**src/rtl/serial_add_sub_if.sv**
```systemverilog
// serial_add_sub_if: START/BUSY/DONE handshake and operand/result bus for
// the digit-serial adder/subtractor. The master side issues requests, the
// slave side (the arithmetic block) returns results.
interface serial_add_sub_if #(
    parameter int WIDTH = 16
);
    logic             start;
    logic             sub;
    logic [WIDTH-1:0] a;
    logic [WIDTH-1:0] b;
    logic             cin;
    logic             busy;
    logic             done;
    logic [WIDTH-1:0] sum;
    logic             cout;
    logic             ovf;

    modport master (
        output start, sub, a, b, cin,
        input  busy, done, sum, cout, ovf
    );

    modport slave (
        input  start, sub, a, b, cin,
        output busy, done, sum, cout, ovf
    );
endinterface

```
**src/rtl/serial_add_sub.sv**
```systemverilog
// serial_add_sub: digit-serial adder/subtractor. Processes DIGIT bits per
// clock through one shared DIGIT-bit carry chain with a registered carry
// between digits; WIDTH/DIGIT RUN cycles per operation, DONE one cycle later.
// Optional feature macro: SERIAL_ADD_SUB_OVF_EN enables the two's-complement
// overflow flag; when undefined OVF is tied to 0.
module serial_add_sub #(
    parameter int WIDTH = 16,
    parameter int DIGIT = 4
) (
    input  logic           clk,
    input  logic           rst_n,
    serial_add_sub_if.slave bus
);
    localparam int STEPS = WIDTH / DIGIT;
    localparam int CNT_W = (STEPS > 1) ? $clog2(STEPS) : 1;

    typedef enum logic {IDLE, RUN} state_t;

    state_t             r_state;
    state_t             w_next_state;
    logic               w_load;
    logic               w_busy;
    logic               w_last;

    logic [WIDTH-1:0]   r_a_sh;
    logic [WIDTH-1:0]   r_b_sh;
    logic [WIDTH-1:0]   r_r_sh;
    logic               r_carry;
    logic [CNT_W-1:0]   r_cnt;
    logic [WIDTH-1:0]   r_sum;
    logic               r_cout;
    logic               r_done;

    logic [WIDTH-1:0]   w_b_eff;
    logic [DIGIT:0]     w_digit_sum;
    logic [DIGIT-1:0]   w_d;
    logic               w_c;
    logic [WIDTH-1:0]   w_r_next;

    // Subtraction is A + ~B + 1: invert B on load, force carry-in to 1.
    assign w_b_eff     = bus.sub ? ~bus.b : bus.b;

    // Shared DIGIT-bit carry chain on the low digit of each shift register.
    assign w_digit_sum = {1'b0, r_a_sh[DIGIT-1:0]} + {1'b0, r_b_sh[DIGIT-1:0]}
                       + {{DIGIT{1'b0}}, r_carry};
    assign w_d         = w_digit_sum[DIGIT-1:0];
    assign w_c         = w_digit_sum[DIGIT];

    // New digit enters at the top, so after STEPS shifts the LSB digit
    // has walked down to bit 0 and r_r_sh holds the full result.
    assign w_r_next    = (r_r_sh >> DIGIT) | (WIDTH'(w_d) << (WIDTH - DIGIT));

    // State register.
    always_ff @(posedge clk or negedge rst_n) begin
        if (!rst_n) r_state <= IDLE;
        else        r_state <= w_next_state;
    end

    // Next-state and control decode; START only matters in IDLE.
    always_comb begin
        w_next_state = r_state;
        w_load       = 1'b0;
        w_busy       = 1'b0;
        w_last       = 1'b0;
        case (r_state)
            IDLE: begin
                if (bus.start) begin
                    w_next_state = RUN;
                    w_load       = 1'b1;
                end
            end
            RUN: begin
                w_busy = 1'b1;
                if (r_cnt == CNT_W'(STEPS - 1)) begin
                    w_last       = 1'b1;
                    w_next_state = IDLE;
                end
            end
            default: w_next_state = IDLE;
        endcase
    end

    // Operand shift registers, digit carry and step counter.
    always_ff @(posedge clk or negedge rst_n) begin
        if (!rst_n) begin
            r_a_sh  <= '0;
            r_b_sh  <= '0;
            r_r_sh  <= '0;
            r_carry <= 1'b0;
            r_cnt   <= '0;
        end else if (w_load) begin
            r_a_sh  <= bus.a;
            r_b_sh  <= w_b_eff;
            r_carry <= bus.sub ? 1'b1 : bus.cin;
            r_cnt   <= '0;
        end else if (w_busy) begin
            r_a_sh  <= r_a_sh >> DIGIT;
            r_b_sh  <= r_b_sh >> DIGIT;
            r_r_sh  <= w_r_next;
            r_carry <= w_c;
            r_cnt   <= r_cnt + 1'b1;
        end
    end

    // Result registers update only at completion; DONE pulses one cycle.
    always_ff @(posedge clk or negedge rst_n) begin
        if (!rst_n) begin
            r_sum  <= '0;
            r_cout <= 1'b0;
            r_done <= 1'b0;
        end else begin
            r_done <= w_last;
            if (w_last) begin
                r_sum  <= w_r_next;
                r_cout <= w_c;
            end
        end
    end

`ifdef SERIAL_ADD_SUB_OVF_EN
    logic r_a_sign;
    logic r_b_sign;
    logic r_ovf;

    // Overflow: operands of equal sign producing a result of the other sign.
    always_ff @(posedge clk or negedge rst_n) begin
        if (!rst_n) begin
            r_a_sign <= 1'b0;
            r_b_sign <= 1'b0;
            r_ovf    <= 1'b0;
        end else begin
            if (w_load) begin
                r_a_sign <= bus.a[WIDTH-1];
                r_b_sign <= w_b_eff[WIDTH-1];
            end
            if (w_last)
                r_ovf <= (r_a_sign == r_b_sign) && (w_r_next[WIDTH-1] != r_a_sign);
        end
    end

    assign bus.ovf = r_ovf;
`else
    assign bus.ovf = 1'b0;
`endif

    assign bus.busy = (r_state == RUN);
    assign bus.done = r_done;
    assign bus.sum  = r_sum;
    assign bus.cout = r_cout;
endmodule

```
**src/flat_wrapper.sv**
```systemverilog
// flat-port wrapper written by rule: the top's interface ports become plain ports
module serial_add_sub_flat 
#(
    parameter int WIDTH = 16,
    parameter int DIGIT = 4
)
  (clk, rst_n, bus_start, bus_sub, bus_a, bus_b, bus_cin, bus_busy, bus_done, bus_sum, bus_cout, bus_ovf);
  serial_add_sub_if #(.WIDTH(WIDTH)) bus_i ();
  input  logic clk;
  input  logic rst_n;
  input wire logic [$bits(bus_i.start)-1:0] bus_start;
  input wire logic [$bits(bus_i.sub)-1:0] bus_sub;
  input wire logic [$bits(bus_i.a)-1:0] bus_a;
  input wire logic [$bits(bus_i.b)-1:0] bus_b;
  input wire logic [$bits(bus_i.cin)-1:0] bus_cin;
  output wire logic [$bits(bus_i.busy)-1:0] bus_busy;
  output wire logic [$bits(bus_i.done)-1:0] bus_done;
  output wire logic [$bits(bus_i.sum)-1:0] bus_sum;
  output wire logic [$bits(bus_i.cout)-1:0] bus_cout;
  output wire logic [$bits(bus_i.ovf)-1:0] bus_ovf;
  assign bus_i.start = bus_start;
  assign bus_i.sub = bus_sub;
  assign bus_i.a = bus_a;
  assign bus_i.b = bus_b;
  assign bus_i.cin = bus_cin;
  assign bus_busy = bus_i.busy;
  assign bus_done = bus_i.done;
  assign bus_sum = bus_i.sum;
  assign bus_cout = bus_i.cout;
  assign bus_ovf = bus_i.ovf;
  serial_add_sub #(.WIDTH(WIDTH), .DIGIT(DIGIT)) u_core (.clk(clk), .rst_n(rst_n), .bus(bus_i));
endmodule
```
**config.mk**
```make
export PLATFORM = sky130hd
export DESIGN_NAME = serial_add_sub_flat
export DESIGN_NICKNAME = d
export VERILOG_FILES = /design/src/rtl/serial_add_sub_if.sv /design/src/rtl/serial_add_sub.sv /design/src/flat_wrapper.sv
export SDC_FILE = /design/constraint.sdc
export NUM_CORES = 1
export LEC_CHECK = 0
export CAP_MARGIN = 10
export CORE_ASPECT_RATIO = 0.8
export CORE_UTILIZATION = 30
export CTS_CLUSTER_DIAMETER = 200
export DETAILED_ROUTE_END_ITERATION = 16
export PLACE_DENSITY_LB_ADDON = 0.2
export SLEW_MARGIN = 20
export SYNTH_ARGS = -nofsm -noshare
export SYNTH_HDL_FRONTEND = slang
export SYNTH_SLANG_ARGS = --single-unit
```
**constraint.sdc**
```tcl
create_clock -name clk -period 4.37 [get_ports clk]
set_input_delay 1.0925 -clock clk [delete_from_list [all_inputs] [get_ports clk]]
set_output_delay 1.0925 -clock clk [all_outputs]
set_load 0.02 [all_outputs]
```
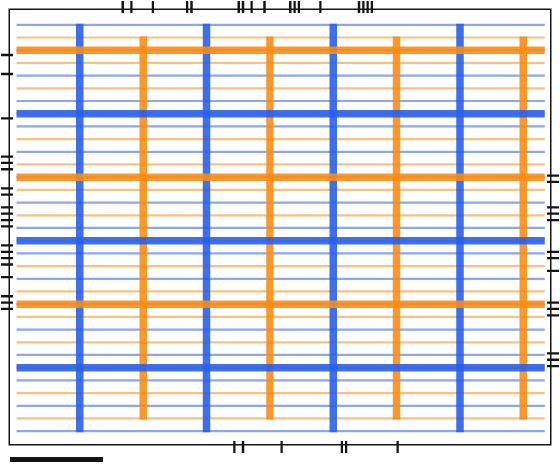
Figure 1: run 1, power grid.
The bar under the picture is 20 µm long. Pins as bars on the die edge.
- blue: VSS
- orange: VDD
- met5 straps: 6
- rows: 32
- met4 straps: 8
- met1 rails: 33
- signal pins: 57

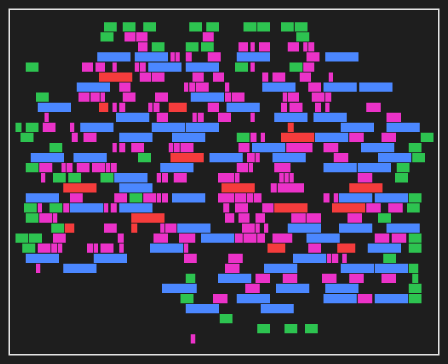
Figure 2: run 1, placement by cell class.
- red: clock drivers and dummy loads (cells 16; share of their area 7.7%)
- magenta: combinational and other logic (cells 175; share of their area 34%)
- green: remaining buffers and delay cells (cells 57; share of their area 15%)
- blue: sequential cells (cells 66; share of their area 43%)
core area: 0.009849 mm²
num rows: 32
flip-flop and latch share of the layout cell area: 41.53%
post-route cell area: 0.003980 mm²

==> out/results.ini, run 1 <==
[run_status]
status = finished clean

[sta]
finalCritPeriodShare_pct = 56.09
finClkSkew_ps = 5.831
relSlewSlack_pct = 28.57
final_hold_viol_count = 0
fin_crit_ps = 2451
slew_violations = 0

[clocking]
cts-root-buf = clkbuf_16
cts.sinks = 66
clk_latency_ps = 320
path_clk_slew_ps = 50
clockBufferDepth = 2
cts_buffers = 9

[hold_path]
hp-start = u_core.r_b_sh[13]

[finish]
n_all_inverters = 8
fillers = 977

[setup_path]
r2r_end = u_core.bus.sum[15]
cp_max_fo = 17
start_kind = input port
crit_slowest_cell = clkdlybuf4s50_1

[pwr]
p_leak_nw = 1.784

[grt]
top_usage_layer = met2
globalRouteMet1Util_pct = 16.00

[yosys]
synth_compound_gate_area_share_pct = 7.748
post_synth_num_cell_types = 32
ys_sh_adder_pct = 2.906
synth_cells = 260
edf_count = 0

[floorplan]
chip_area_mm2 = 0.01075

[detailed_routing]
via_per_inst = 4.364

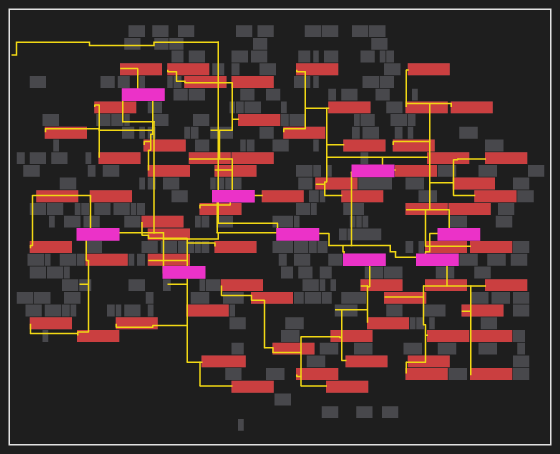
Figure 3: run 1, clock network drawn from the DEF.
- magenta: clock drivers (count 9)
- red: flip-flops (count 66)
- yellow: clock wires (length 919 µm)
- routed clock nets: 10

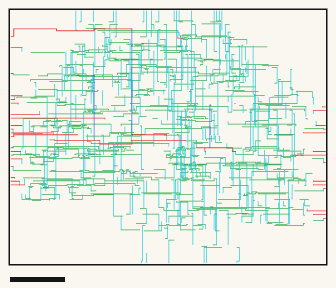
Figure 4: run 1, wiring by layer.
The bar under the picture is 20 µm long.
- red: metal 3 (wire length 314 µm)
- green: metal 1 (wire length 2930 µm)
- blue: metal 4 (wire length 78.2 µm)
- cyan: metal 2 (wire length 2450 µm)
drt wl/cell: 12.83 µm
drt total wl: 5.775 mm
GRT Overall Usage: 12.31%
total number of vias: 1964

[run 1: stage by stage]
stage               cell area (µm²)  total power [mW]  setup slack, ps  utilization [%]
finish                         3980             2.659             1919            40.41
global route                   3980             2.865             1784            40.41
CTS                            3980             2.708             1904            40.41
detailed placement             3689             2.009             1545            37.45
global placement               3689             1.981             1589            37.45
floorplan                      3100             1.690             2555                -
[run 1: worst reg2reg max path, cell delays in order (launching register included)]
cell and delay (ps):
dfrtp_2 350, buf_4 600, nand2_4 320, or3_1 390
o211ai_1 180
[run 1: power by group]
part / internal [mW] / switching, mW / total, mW
clock network: 0.428 / 0.252 / 0.680
registers: 0.872 / 0.146 / 1.02
logic: 0.494 / 0.468 / 0.961
total: 1.79 / 0.866 / 2.66
==> run 2: changes to the inputs <==
==> constraint.sdc (replaced) <==
create_clock -name clk -period 2 [get_ports clk]
set_input_delay 0.5 -clock clk [delete_from_list [all_inputs] [get_ports clk]]
set_output_delay 0.5 -clock clk [all_outputs]
set_load 0.02 [all_outputs]
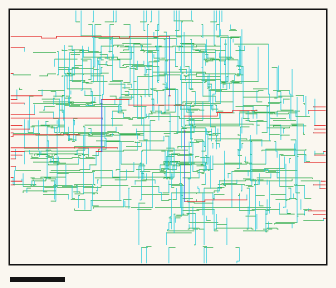
Figure 5: run 2, wiring by layer.
The bar under the picture is 20 µm long.
- red: metal 3 (wire length 359 µm)
- blue: metal 4 (wire length 66.6 µm)
- cyan: metal 2 (wire length 2560 µm)
- green: metal 1 (wire length 2920 µm)

==> run 2 against run 1 <==
Compared with the run above:
- largest cell class unchanged
- critical path depth down 2
- combinational power up 120%
- highest routed layer unchanged
- setup slack worse by 1700 ps
- sequential cell count unchanged
- sequential power up 120%
- clock power up 100%
- register-to-register slack worse by 2000 ps
- design area up 0.85%
==> out/results.ini, run 2 <==
[run_status]
status = finished clean

[pwr]
p_int_mw = 3.833
total_power_mw = 5.730
power.switching_mw = 1.897
comb_power_mw = 2.14
combPwrFrac_pct = 37.3
power-top-group = registers
netSwitchingFraction_pct = 33.10
pwr-share-clk_pct = 23.9

[grt]
grt_usage_pct = 12.41
globalRouteMet1Util_pct = 16.93

[sta]
slew_violations = 0
fin_ws_ps = 181.2
final_hold_viol_count = 0
fin_crit_ps = 1819

[placed_design]
place_area_mm2 = 0.003754
dp_slack_ps = 227.7

[finish]
seq_share_pct = 41.18

[clocking]
path_clk_slew_ps = 50
clk_latency_ps = 320
clockBufferDepth = 2
cts-root-buf = clkbuf_16

[floorplan]
chip_area_mm2 = 0.01075

[setup_path]
start_kind = register
cp_max_fo = 2
crit_slowest_cell = clkdlybuf4s50_1

[yosys]
edf_count = 0

[detailed_routing]
wl_per_cell_um = 13.10

run 2: cells by family after synthesis:
family | count (synthesis) | share of synthesized area (%)
AND-OR/OR-AND | 40 | 7.748
XOR/XNOR | 17 | 4.802
adder cells (fa/ha/maj) | 6 | 2.906
buffers and inverters | 27 | 5.448
flip-flops | 66 | 53.27
multiplexers | 54 | 18.40
other | 1 | 0.1209
AND/OR/NAND/NOR | 49 | 7.304
run 2: final timing paths:
path / endpoint / slack, ps
setup / recovery: bus_cout / 180
hold / removal: u_core.bus.sum[1] / 60
setup reg to reg: u_core.bus.cout / 390
hold reg to reg: u_core.r_a_sh[0] / 480
max in group asynchronous: u_core.bus.busy / 1330
min in group clk: u_core.r_a_sh[0] / 480
==> run 3: changes to the inputs <==
--- a/config.mk
+++ b/config.mk
@@ -11,6 +11,7 @@
 export CTS_CLUSTER_DIAMETER = 200
 export DETAILED_ROUTE_END_ITERATION = 16
 export PLACE_DENSITY_LB_ADDON = 0.2
+export SKIP_CTS_REPAIR_TIMING = 1
 export SLEW_MARGIN = 20
 export SYNTH_ARGS = -nofsm -noshare
 export SYNTH_HDL_FRONTEND = slang
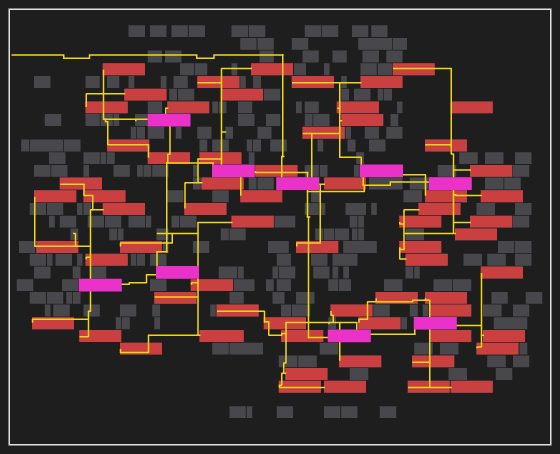
Figure 6: run 3, clock network drawn from the DEF.
- magenta: clock drivers (count 9)
- red: flip-flops (count 66)
- yellow: clock wires (length 918 µm)
- routed clock nets: 10

==> run 3 against run 2 <==
Compared with the run above:
- sequential power about the same
- area after synthesis unchanged
- sequential cell count unchanged
- sequential share of layout area unchanged
- via count unchanged
- largest cell class unchanged
==> out/results.ini, run 3 <==
[clocking]
cts.sinks = 66
cts_buffers = 9
path_clk_slew_ps = 50
clk_latency_ps = 320
clockBufferDepth = 2
cts-root-buf = clkbuf_16

[yosys]
ys_sh_adder_pct = 2.906
xor_share_pct = 4.802
simple_gate_share_pct = 7.304
synth_compound_gate_area_share_pct = 7.748
mux_area_share_pct = 18.40
edf_count = 0

[sta]
finalCritPeriodShare_pct = 90.94
fin_ws_ps = 181.2
final_hold_viol_count = 0
finClkSkew_ps = 4.811
slew_violations = 0

[floorplan]
std_cell_rows = 32
chip_area_mm2 = 0.01075

[run_status]
status = finished clean

[setup_path]
crit_slowest_cell = clkdlybuf4s50_1
r2r_setup_slack_ps = 390
cp_max_fo = 2
endpoint = bus_cout

[grt]
grt_usage_pct = 12.41

[pwr]
p_leak_nw = 1.799
total_power_mw = 5.730

[detailed_routing]
drt-total-wl_mm = 5.906
num_vias = 2000

[placed_design]
place_area_mm2 = 0.003754
dp_slack_ps = 227.7

[finish]
n_all_inverters = 8
fillers = 978

-- run 3: power breakdown --
group / leakage, nW / switching [mW] / total, mW / internal [mW]
registers: 0.839 / 0.319 / 2.22 / 1.91
logic: 0.833 / 1.03 / 2.14 / 1.11
clock network: 0.127 / 0.548 / 1.37 / 0.820
-- run 3: metal layers --
metal / share of wire, % / GRT usage, %
met3: 6.1 / 5.301
met1: 49 / 16.93
met5: 0 / 0
met2: 43 / 17.32
met4: 1.1 / 4.487
-- run 3: per-stage QoR --
| stage | utilization, % | cells |
|---|---|---|
| finish | 40.75 | 451 |
| global route | 40.75 | 451 |
| CTS | 40.75 | 451 |
| detailed placement | 38.11 | 436 |
| global placement | 38.11 | 436 |
| floorplan | - | 260 |
Power is estimated from default activity; no workload was simulated.
